**Run 1: the metal 2 layer**

Scale bar: 20 µm.
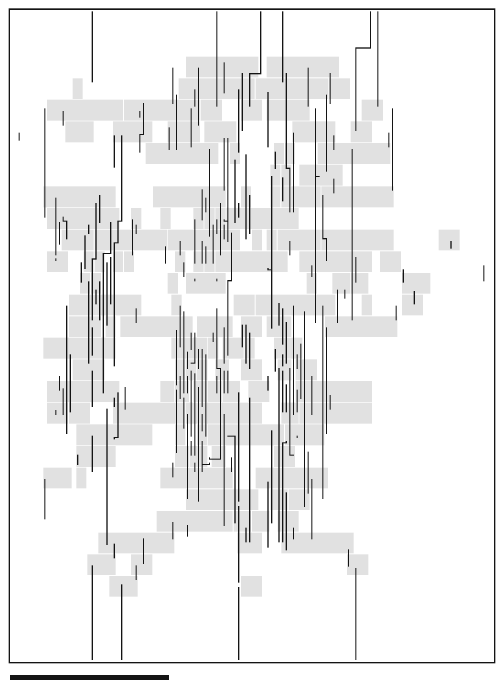
**Run 1: M1 wires**

Scale bar: 20 µm. Supply wires on this layer in grey.
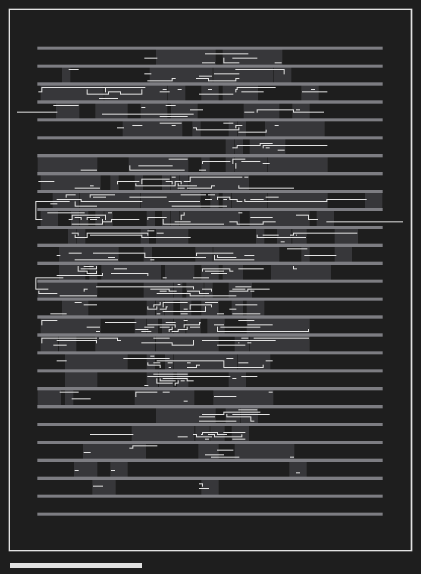
**Run 1: close-up of the layout**

Scale bar: 10 µm. Region (10, 5) to (50, 45) µm. Cells in grey, sequential cells in the stronger grey; small squares are vias.
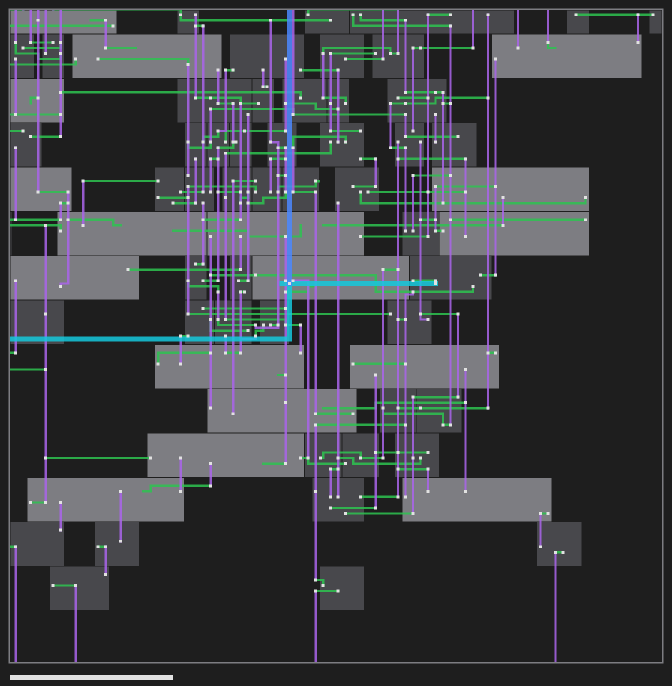
**Run 1: congestion heat map**

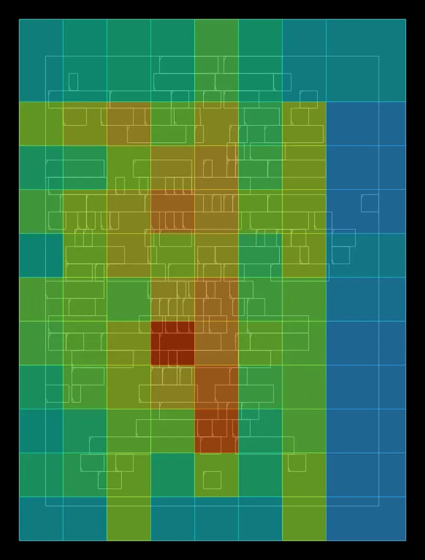
[src/rtl/spi_sipo_rx.sv]
// ----------------------------------------------------------------------------
// spi_sipo_rx
//
// Receive stage for the SPI link. It oversamples sclk_in, sdata_in and
// cs_n_in on clk and shifts in one word per frame, least significant bit
// first. The finished word is held on data_out with a valid/ack handshake.
// Early frame aborts and overwritten (unacknowledged) words are flagged.
//
// Optional feature macro: SIPO_PARITY_EN
//   defined   : data_out[DATA_W-1] carries odd parity over the lower bits,
//               and parity_err is registered with each completed word.
//   undefined : parity_err is tied low and every bit is payload.
//
// Ports
//   clk         system clock; every flop is clocked by it
//   reset_n     asynchronous, active-low reset
//   sclk_in     serial clock, asynchronous to clk, idles high
//   sdata_in    serial data, sampled on rising sclk_in
//   cs_n_in     active-low frame select, asynchronous to clk
//   data_ack    consumer acknowledge; clears data_valid
//   data_out    last completed word (bit 0 = first bit received)
//   data_valid  data_out holds an unacknowledged word
//   busy        frame in progress (SHIFT or WAIT_END)
//   frame_err   one-clk pulse when a frame ends before DATA_W bits
//   overrun     sticky: a word was overwritten before being acknowledged
//   parity_err  parity status of data_out
// ----------------------------------------------------------------------------
module spi_sipo_rx #(
    parameter int DATA_W = 9
) (
    input  logic              clk,
    input  logic              reset_n,
    input  logic              sclk_in,
    input  logic              sdata_in,
    input  logic              cs_n_in,
    input  logic              data_ack,
    output logic [DATA_W-1:0] data_out,
    output logic              data_valid,
    output logic              busy,
    output logic              frame_err,
    output logic              overrun,
    output logic              parity_err
);

    localparam int                CNT_W    = $clog2(DATA_W + 1);
    localparam logic [CNT_W-1:0]  CNT_LAST = CNT_W'(DATA_W - 1);

    typedef enum logic [1:0] {
        IDLE     = 2'd0,
        SHIFT    = 2'd1,
        WAIT_END = 2'd2
    } state_t;

    // ------------------------------------------------------------------------
    // Input synchronizers: [0] and [1] are the two-flop synchronizer, [2] is
    // the history flop used for edge detection.
    // ------------------------------------------------------------------------
    logic [2:0] sclk_pipe_reg;
    logic [2:0] sdata_pipe_reg;
    logic [2:0] cs_pipe_reg;

    always_ff @(posedge clk or negedge reset_n) begin
        if (!reset_n) begin
            sclk_pipe_reg  <= 3'b111;
            sdata_pipe_reg <= 3'b111;
            cs_pipe_reg    <= 3'b111;
        end else begin
            sclk_pipe_reg  <= {sclk_pipe_reg[1:0],  sclk_in};
            sdata_pipe_reg <= {sdata_pipe_reg[1:0], sdata_in};
            cs_pipe_reg    <= {cs_pipe_reg[1:0],    cs_n_in};
        end
    end

    logic sclk_rise;
    logic cs_fall;
    logic cs_rise;
    logic sdata_bit;

    assign sclk_rise = sclk_pipe_reg[1] & ~sclk_pipe_reg[2];
    assign cs_fall   = ~cs_pipe_reg[1] &  cs_pipe_reg[2];
    assign cs_rise   =  cs_pipe_reg[1] & ~cs_pipe_reg[2];
    // The link holds sdata stable for several clk periods around the rising
    // sclk, so the history stage carries the same bit as the synchronized
    // stage when sclk_rise is seen.
    assign sdata_bit = sdata_pipe_reg[2];

    // ------------------------------------------------------------------------
    // Frame FSM
    // ------------------------------------------------------------------------
    state_t              state_reg;
    state_t              state_next;
    logic [CNT_W-1:0]    bit_cnt_reg;
    logic [DATA_W-1:0]   shift_reg;
    logic [DATA_W-1:0]   shift_next;
    logic                word_done;
    logic                frame_abort;

    assign shift_next = {sdata_bit, shift_reg[DATA_W-1:1]};

    always_ff @(posedge clk or negedge reset_n) begin
        if (!reset_n) begin
            state_reg <= IDLE;
        end else begin
            state_reg <= state_next;
        end
    end

    always_comb begin
        state_next  = state_reg;
        word_done   = 1'b0;
        frame_abort = 1'b0;
        case (state_reg)
            IDLE: begin
                if (cs_fall) begin
                    state_next = SHIFT;
                end
            end
            SHIFT: begin
                if (sclk_rise && (bit_cnt_reg == CNT_LAST)) begin
                    // Final bit wins over a simultaneous cs_rise: the word is
                    // complete, so the frame ends cleanly.
                    word_done  = 1'b1;
                    state_next = cs_rise ? IDLE : WAIT_END;
                end else if (cs_rise) begin
                    frame_abort = 1'b1;
                    state_next  = IDLE;
                end
            end
            WAIT_END: begin
                if (cs_rise) begin
                    state_next = IDLE;
                end
            end
            default: begin
                state_next = IDLE;
            end
        endcase
    end

    always_comb begin
        busy = (state_reg != IDLE);
    end

    // ------------------------------------------------------------------------
    // Shift register and bit counter. The counter is cleared whenever the
    // FSM sits in or returns to IDLE, so it is zero on entry to SHIFT and
    // never wraps (it stops at DATA_W in WAIT_END).
    // ------------------------------------------------------------------------
    always_ff @(posedge clk or negedge reset_n) begin
        if (!reset_n) begin
            shift_reg   <= '0;
            bit_cnt_reg <= '0;
        end else begin
            if (state_reg == SHIFT && sclk_rise) begin
                shift_reg <= shift_next;
            end
            if (state_reg == IDLE || state_next == IDLE) begin
                bit_cnt_reg <= '0;
            end else if (state_reg == SHIFT && sclk_rise) begin
                bit_cnt_reg <= bit_cnt_reg + CNT_W'(1);
            end
        end
    end

    // ------------------------------------------------------------------------
    // Output register and handshake
    // ------------------------------------------------------------------------
    logic [DATA_W-1:0] data_out_reg;
    logic              data_valid_reg;
    logic              overrun_reg;
    logic              frame_err_reg;
    logic              overrun_set;

    // Only a completion against a still-pending word with no ack this cycle
    // is an overrun; a coincident ack hands the old word over in time.
    assign overrun_set = word_done & data_valid_reg & ~data_ack;

    always_ff @(posedge clk or negedge reset_n) begin
        if (!reset_n) begin
            data_out_reg   <= '0;
            data_valid_reg <= 1'b0;
            overrun_reg    <= 1'b0;
            frame_err_reg  <= 1'b0;
        end else begin
            if (word_done) begin
                data_out_reg <= shift_next;
            end
            data_valid_reg <= word_done | (data_valid_reg & ~data_ack);
            overrun_reg    <= overrun_set | (overrun_reg & ~data_ack);
            frame_err_reg  <= frame_abort;
        end
    end

`ifdef SIPO_PARITY_EN
    logic parity_err_reg;

    // Odd parity: a good word has an odd number of ones in all DATA_W bits.
    always_ff @(posedge clk or negedge reset_n) begin
        if (!reset_n) begin
            parity_err_reg <= 1'b0;
        end else if (word_done) begin
            parity_err_reg <= ~(^shift_next);
        end
    end

    assign parity_err = parity_err_reg;
`else
    assign parity_err = 1'b0;
`endif

    assign data_out   = data_out_reg;
    assign data_valid = data_valid_reg;
    assign overrun    = overrun_reg;
    assign frame_err  = frame_err_reg;

endmodule

[config.mk]
export PLATFORM = sky130hd
export DESIGN_NAME = spi_sipo_rx
export DESIGN_NICKNAME = d
export VERILOG_FILES = /design/src/rtl/spi_sipo_rx.sv
export SDC_FILE = /design/constraint.sdc
export NUM_CORES = 1
export LEC_CHECK = 0
export CORE_ASPECT_RATIO = 1.4
export CORE_MARGIN = 4
export CORE_UTILIZATION = 35
export DETAILED_ROUTE_END_ITERATION = 16
export GPL_ROUTABILITY_DRIVEN = 0
export PLACE_DENSITY = 0.63
export SYNTH_ARGS = -nofsm -noshare
export SYNTH_HDL_FRONTEND = slang
export SYNTH_SLANG_ARGS = --single-unit
[constraint.sdc]
create_clock -name clk -period 1.6 [get_ports clk]
set_input_delay 0.16 -clock clk [delete_from_list [all_inputs] [get_ports clk]]
set_output_delay 0.16 -clock clk [all_outputs]
set_load 0.05 [all_outputs]
==> impl_metrics.ini, run 1 <==
; flow metrics
[pwr]
p_leak_nw = 0.808
power_density_nw_per_um2 = 1110
ir_drop_uv = 626

[logic_synthesis]
ys_sh_adder_pct = 1.83
syn_nets = 118
synth.area.mux_share_pct = 8.51
flop_cell = dfrtp_1
yosys_area_um2 = 1370
edf_count = 0
ys_top_logic_family = simple AND/OR/NAND/NOR gates
syn_avg_cell_area_um2 = 12.4
top_area_cell = dfrtp_1
synth_area_um2 = 1370
yosysCellCount = 110
yosysWarnings = 0
ys_sh_xor_pct = 0
synth-simple-area-share_pct = 17.2
ys_sh_aoi_pct = 4.21

[final_timing]
setup_slack_ns = 0.124
rsz0062_at_grt = false
fin_crit_sh_pct = 92.2
setup_viol = 0
slew_viol_final = 0

[floorplanning]
initial_core_util_pct = 36.9
core-area_um2 = 3710
std_cell_rows = 26
io_pins = 20

[cts]
cts.sinks = 35
ctsResizeCount = 0
cts_buffer_depth = 2
clkLatencyLatePin_ns = 0.28
post-cts-setup-buffer-count = 0
root_buffer = clkbuf_8
cts_tree = yes

[finish]
syn2layout_area_growth_pct = 21.1
fillers = 366
n_antenna_cell = 0
drive_above_1_share_pct = 32.4
final_nets = 144
layout_top_cells = 29 x nand2_1, 26 x dfrtp_1, 18 x buf_4

[routing]
routed_via_density = 4.70
drc = 0
antenna_left = 0
first_iter_violations = 24
drt_pass1_iterations = 3

[global_routing]
grt_antenna_before_repair = 0
track_usage_pct = 10.8
grt_pass1_vias = 874
grt_overflow = 0
grt_max_degree = 36

[critical_path]
endpoint_kind = flop
criticalPathCategory = flop to flop
worst_ep_arrival_time_ns = 1.64
r2r-end = data_out[3]
start_kind = flop
rrSetupSlack_ns = 0.12
cp_max_fo = 5
r2r_cells = 6

[worst_hold_path]
hp-class = input pin to async pin

[run]
warning_count = 27
cap_viol_max_count = 0

[placement]
dp_hpwl_um = 1620

[run_status]
status = complete, no violations
## Picture notes: 'the metal 2 layer'
wire length on this layer	1120 µm
longest straight run	26.9 µm
routed wire length: 2240 µm
GR Util met2: 16.8%
routed via count: 836

## Picture notes: 'M1 wires'
wire length on this layer	948 µm
nets with wire on the layer	129
longest straight run	15.6 µm
share of all routed wire	42%
main direction	horizontal
grt met1 use: 12.3%

## Picture notes: 'close-up of the layout'
colour	layer
green	metal 1
cyan	metal 3
purple	metal 2
blue	metal 4
sequential cells in the window	15
most frequent	dfrtp_1 (9), buf_4 (7), dfstp_2 (6)
netlist names of flops here include	`bit_cnt_reg` (4), `cs_pipe_reg` (3), `sclk_pipe_reg` (3)
cells with their middle in the window	61

## Picture notes: 'congestion heat map'
post-layout util: 44.7%
met3 global-route usage: 4.72%
Wirelength per Cell: 12.6 µm

run 1: cell type report:
cell class / count / area, µm² / share of cell area [%]
multi-input cells: 67 / 440 / 26.6
well taps: 42 / 52.6 / 3.17
flip-flops and latches: 35 / 887 / 53.5
clock buffers: 7 / 76.3 / 4.61
repair buffers: 23 / 185 / 11.2
inverters: 4 / 15.0 / 0.906
run 1: kinds of logic (layout without fill, tap and decap cells):
kind of cell,after synthesis,after routing
other cells,1,1
flops,35,35
compound gates,10,10
fa+ha+maj,2,2
mux,9,9
simple gates,45,45
buf+inv,8,34
run 1: worst max-delay path: stages (launching register included):
cell	delay [ns]
dfrtp_1	0.41
inv_1	0.09
ha_1	0.15
nand3b_1	0.12
nor2_1	0.11
buf_4	0.15
mux2_2	0.33
run 1: worst max path at each step:
stage / startpoint / to / slack, ns
6_report: bit_cnt_reg[0] / data_out[3] / 0.12
5_1_grt: sclk_pipe_reg[1] / bit_cnt_reg[3] / 0.03
4_1_cts: bit_cnt_reg[0] / data_out[8] / 0.04
3_5_place_dp: bit_cnt_reg[0] / data_out[8] / 0.05
3_3_place_gp: bit_cnt_reg[0] / data_out[8] / 0.09
2_1_floorplan: sclk_pipe_reg[1] / data_out[0] / 0.14
run 1: synthesized netlist by cell type, types with 2 or more instances:
cell	n
mux2_2	5
or3_1	2
a21oi_1	5
ha_1	2
mux2_4	4
o21ai_0	2
nor3b_1	2
dfstp_2	9
dfrtp_1	26
nand2b_1	3
nand2_1	29
inv_1	4
run 1: metrics by stage:
step	power [mW]	hold slack (ns)	area (µm²)	std cells
finish	1.85	0.280	1660	178
floorplan	1.20	-0.136	1370	110
detailed placement	1.28	0.347	1580	171
global route	1.94	0.282	1660	178
global placement	1.27	0.346	1580	171
CTS	1.87	0.271	1650	178
run 1: metal layers:
metal	wire [µm]	up-vias	GRT usage, %
li1	-	407	-
met1	947	409	12.3
met2	1120	15	16.8
met3	124	5	4.72
met4	51	0	5.86
met5	0	-	0
run 1: power by group:
part | total, mW | switching, mW | internal, mW
registers | 1.06 | 0.0735 | 0.990
clock network | 0.580 | 0.281 | 0.299
logic | 0.201 | 0.117 | 0.0839
total | 1.85 | 0.472 | 1.37
==> run 1 -> run 2 <==
--- a/config.mk
+++ b/config.mk
@@ -7,10 +7,11 @@
 export LEC_CHECK = 0
 export CORE_ASPECT_RATIO = 1.4
 export CORE_MARGIN = 4
-export CORE_UTILIZATION = 35
+export CORE_UTILIZATION = 40
 export DETAILED_ROUTE_END_ITERATION = 16
+export DONT_BUFFER_PORTS = 1
 export GPL_ROUTABILITY_DRIVEN = 0
-export PLACE_DENSITY = 0.63
+export PLACE_DENSITY = 0.61
 export SYNTH_ARGS = -nofsm -noshare
 export SYNTH_HDL_FRONTEND = slang
 export SYNTH_SLANG_ARGS = --single-unit
==> impl_metrics.ini, run 2 <==
; flow metrics
[floorplanning]
core-area_um2 = 3210
io_pins = 20
initial_core_util_pct = 42.6

[routing]
first_iter_violations = 20
drc = 0
finalWirelength_um = 2170
antenna_left = 0
routed_via_density = 4.88
wl_per_cell_um = 13.2
drt_pass1_iterations = 4

[critical_path]
crit_buf_inv = 1
start_kind = flop
endpoint_kind = flop
rrSetupSlack_ns = 0.15
critPathLaunch = bit_cnt_reg[0]
slowest_delay_ns = 0.40
cp.depth = 5
crit_family = simple AND/OR/NAND/NOR gates
criticalPathCategory = flop to flop
worst_ep_arrival_time_ns = 1.62
path_cells = inv_1 > ha_1 > nand3b_1 > or2_4 > mux2_4
r2r_cells = 5
cp_max_fo = 7

[global_routing]
grt_pass1_vias = 880
grt_antenna_before_repair = 0
grt_max_degree = 36

[pwr]
ir_drop_uv = 803
total_power_mw = 1.84
power_density_nw_per_um2 = 1160
p_leak_nw = 0.759

[cts]
cts.sinks = 35
cts_buffer_depth = 2
clkLatencyLatePin_ns = 0.28
root_buffer = clkbuf_8
clk_pin_slew_ns = 0.06

[logic_synthesis]
syn_nets = 118
syn_avg_cell_area_um2 = 12.4
synth_seq_share_pct = 64.9
flop_cell = dfrtp_1
edf_count = 0
common_cells = 29 x nand2_1, 26 x dfrtp_1, 9 x dfstp_2
most_common_cell = nand2_1
top_area_cell = dfrtp_1
yosysWarnings = 0
synth_area_um2 = 1370
yosysCellCount = 110
yosys_area_um2 = 1370

[run]
cap_viol_max_count = 0
warning_count = 27

[placement]
dpl_worst_slack_ns = 0.0541
dp_hpwl_um = 1510

[final_timing]
hold_ws_ns = 0.0734
setup_viol = 0
rsz0062_at_grt = false
fin_crit_sh_pct = 90.8
slew_viol_final = 0
finalClockSkew_ns = 0.00538

[finish]
fin_util_pct = 49.4
syn2layout_area_growth_pct = 16.1
final_nets = 133
drive_above_1_share_pct = 27.0

[run_status]
status = complete, no violations
[run 2: cell counts after synthesis]
No cell type changed its count.
[run 2: where the power goes]
part           total [mW]  switching [mW]  internal, mW
combinational       0.186           0.109        0.0766
sequential           1.07          0.0754         0.990
clock               0.592           0.288         0.305
[run 2: kinds of logic after synthesis]
family	synth area share, %
AOI/OAI and AO/OA	4.21
adders and majority gates	1.83
buffers and inverters	3.11
DFF	64.9
muxes	8.51
other	0.274
and+or+nand+nor	17.2
[run 2: worst register-to-register path: cells and delay by family, from the launching register on]
family / cells / cell delay (ns)
and+or+nand+nor: 2 / 0.41
DFF: 1 / 0.40
buffers and inverters: 1 / 0.09
adders and majority gates: 1 / 0.14
muxes: 1 / 0.30
[run 2: per-layer routing]
layer  up-vias  GRT usage [%]  part of all wire, %
li1        387              -                    -
met4         0           6.96                  3.1
met5         -              0                    0
met1       399           11.8                   39
met3         6           4.71                  5.6
met2        14           19.1                   52
[run 2: per-stage QoR]
step                instances  area [µm²]
floorplan                 110        1370
global placement          151        1430
detailed placement        151        1430
CTS                       165        1590
global route              165        1590
finish                    165        1590
[run 2: worst min path at each step]
stage / start / endpoint / slack [ns] / depth (start not counted)
finish: data_ack / data_valid / 0.07 / 2
global route: data_ack / data_valid / 0.08 / 2
CTS: data_ack / data_valid / 0.06 / 2
detailed placement: reset_n / bit_cnt_reg[3] / -0.13 / 0
global placement: reset_n / bit_cnt_reg[2] / -0.13 / 0
floorplan: reset_n / bit_cnt_reg[0] / -0.14 / 0
[run 2: cell type report]
| type | count | area (µm²) |
|---|---|---|
| clock inverters | 1 | 5.00 |
| inverters | 4 | 15.0 |
| fillers | 287 | 1630 |
| clock buffers | 7 | 76.3 |
| repair buffers | 12 | 115 |
| flip-flops and latches | 35 | 887 |
| well taps | 39 | 48.8 |
| multi-input cells | 67 | 440 |
[run 2: repair_timing]
action / CTS / global route
setup endpoints to repair: 0 / 4
gates resized: 0 / 1
endpoints found under the hold margin: 39 / 0
hold buffers: 6 / 0
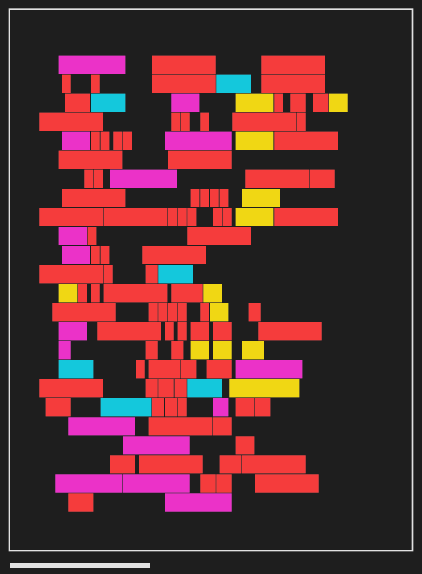
**Above:** run 2 (cells by drive strength).
Scale bar: 20 µm.
colour	size	cells	share
magenta	_2 cells	16	13%
cyan	_6 and larger	6	4.8%
yellow	_3 and _4 cells	12	9.5%
red	_0 and _1 cells	92	73%
final worst slack: 0.147 ns
Layout Cell Area excl Fill: 1590 µm²
non-clock buffer count in the final layout: 12

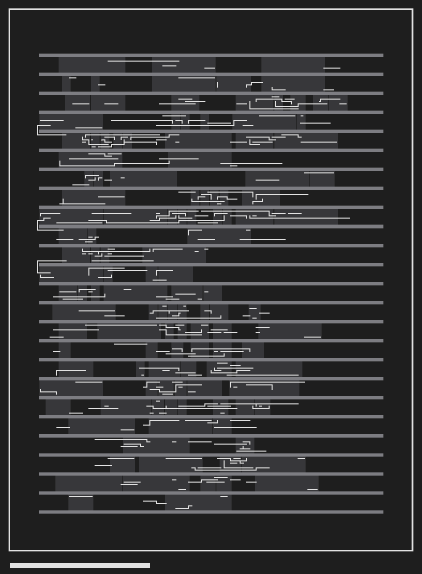
**Above:** run 2 (M1 wires).
Scale bar: 20 µm. Supply wires on this layer in grey.
wire length on this layer	854 µm
longest straight run	14.3 µm
main direction	horizontal
nets with wire on the layer	122
share of all routed wire	39%
routed via count: 806
grt met1 use: 11.8%

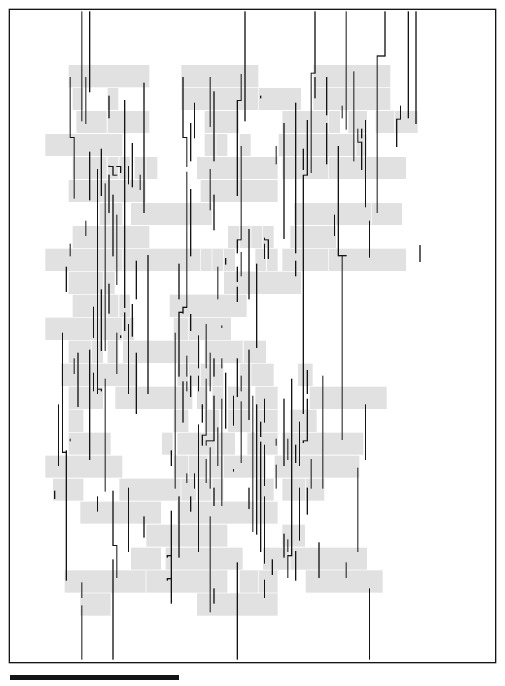
**Above:** run 2 (the metal 2 layer).
Scale bar: 20 µm.
wire length on this layer	1130 µm
main direction	vertical
share of all routed wire	52%
longest straight run	28.2 µm
nets with wire on the layer	109

Power figures rest on the tool's default switching activity, not on a simulated workload.
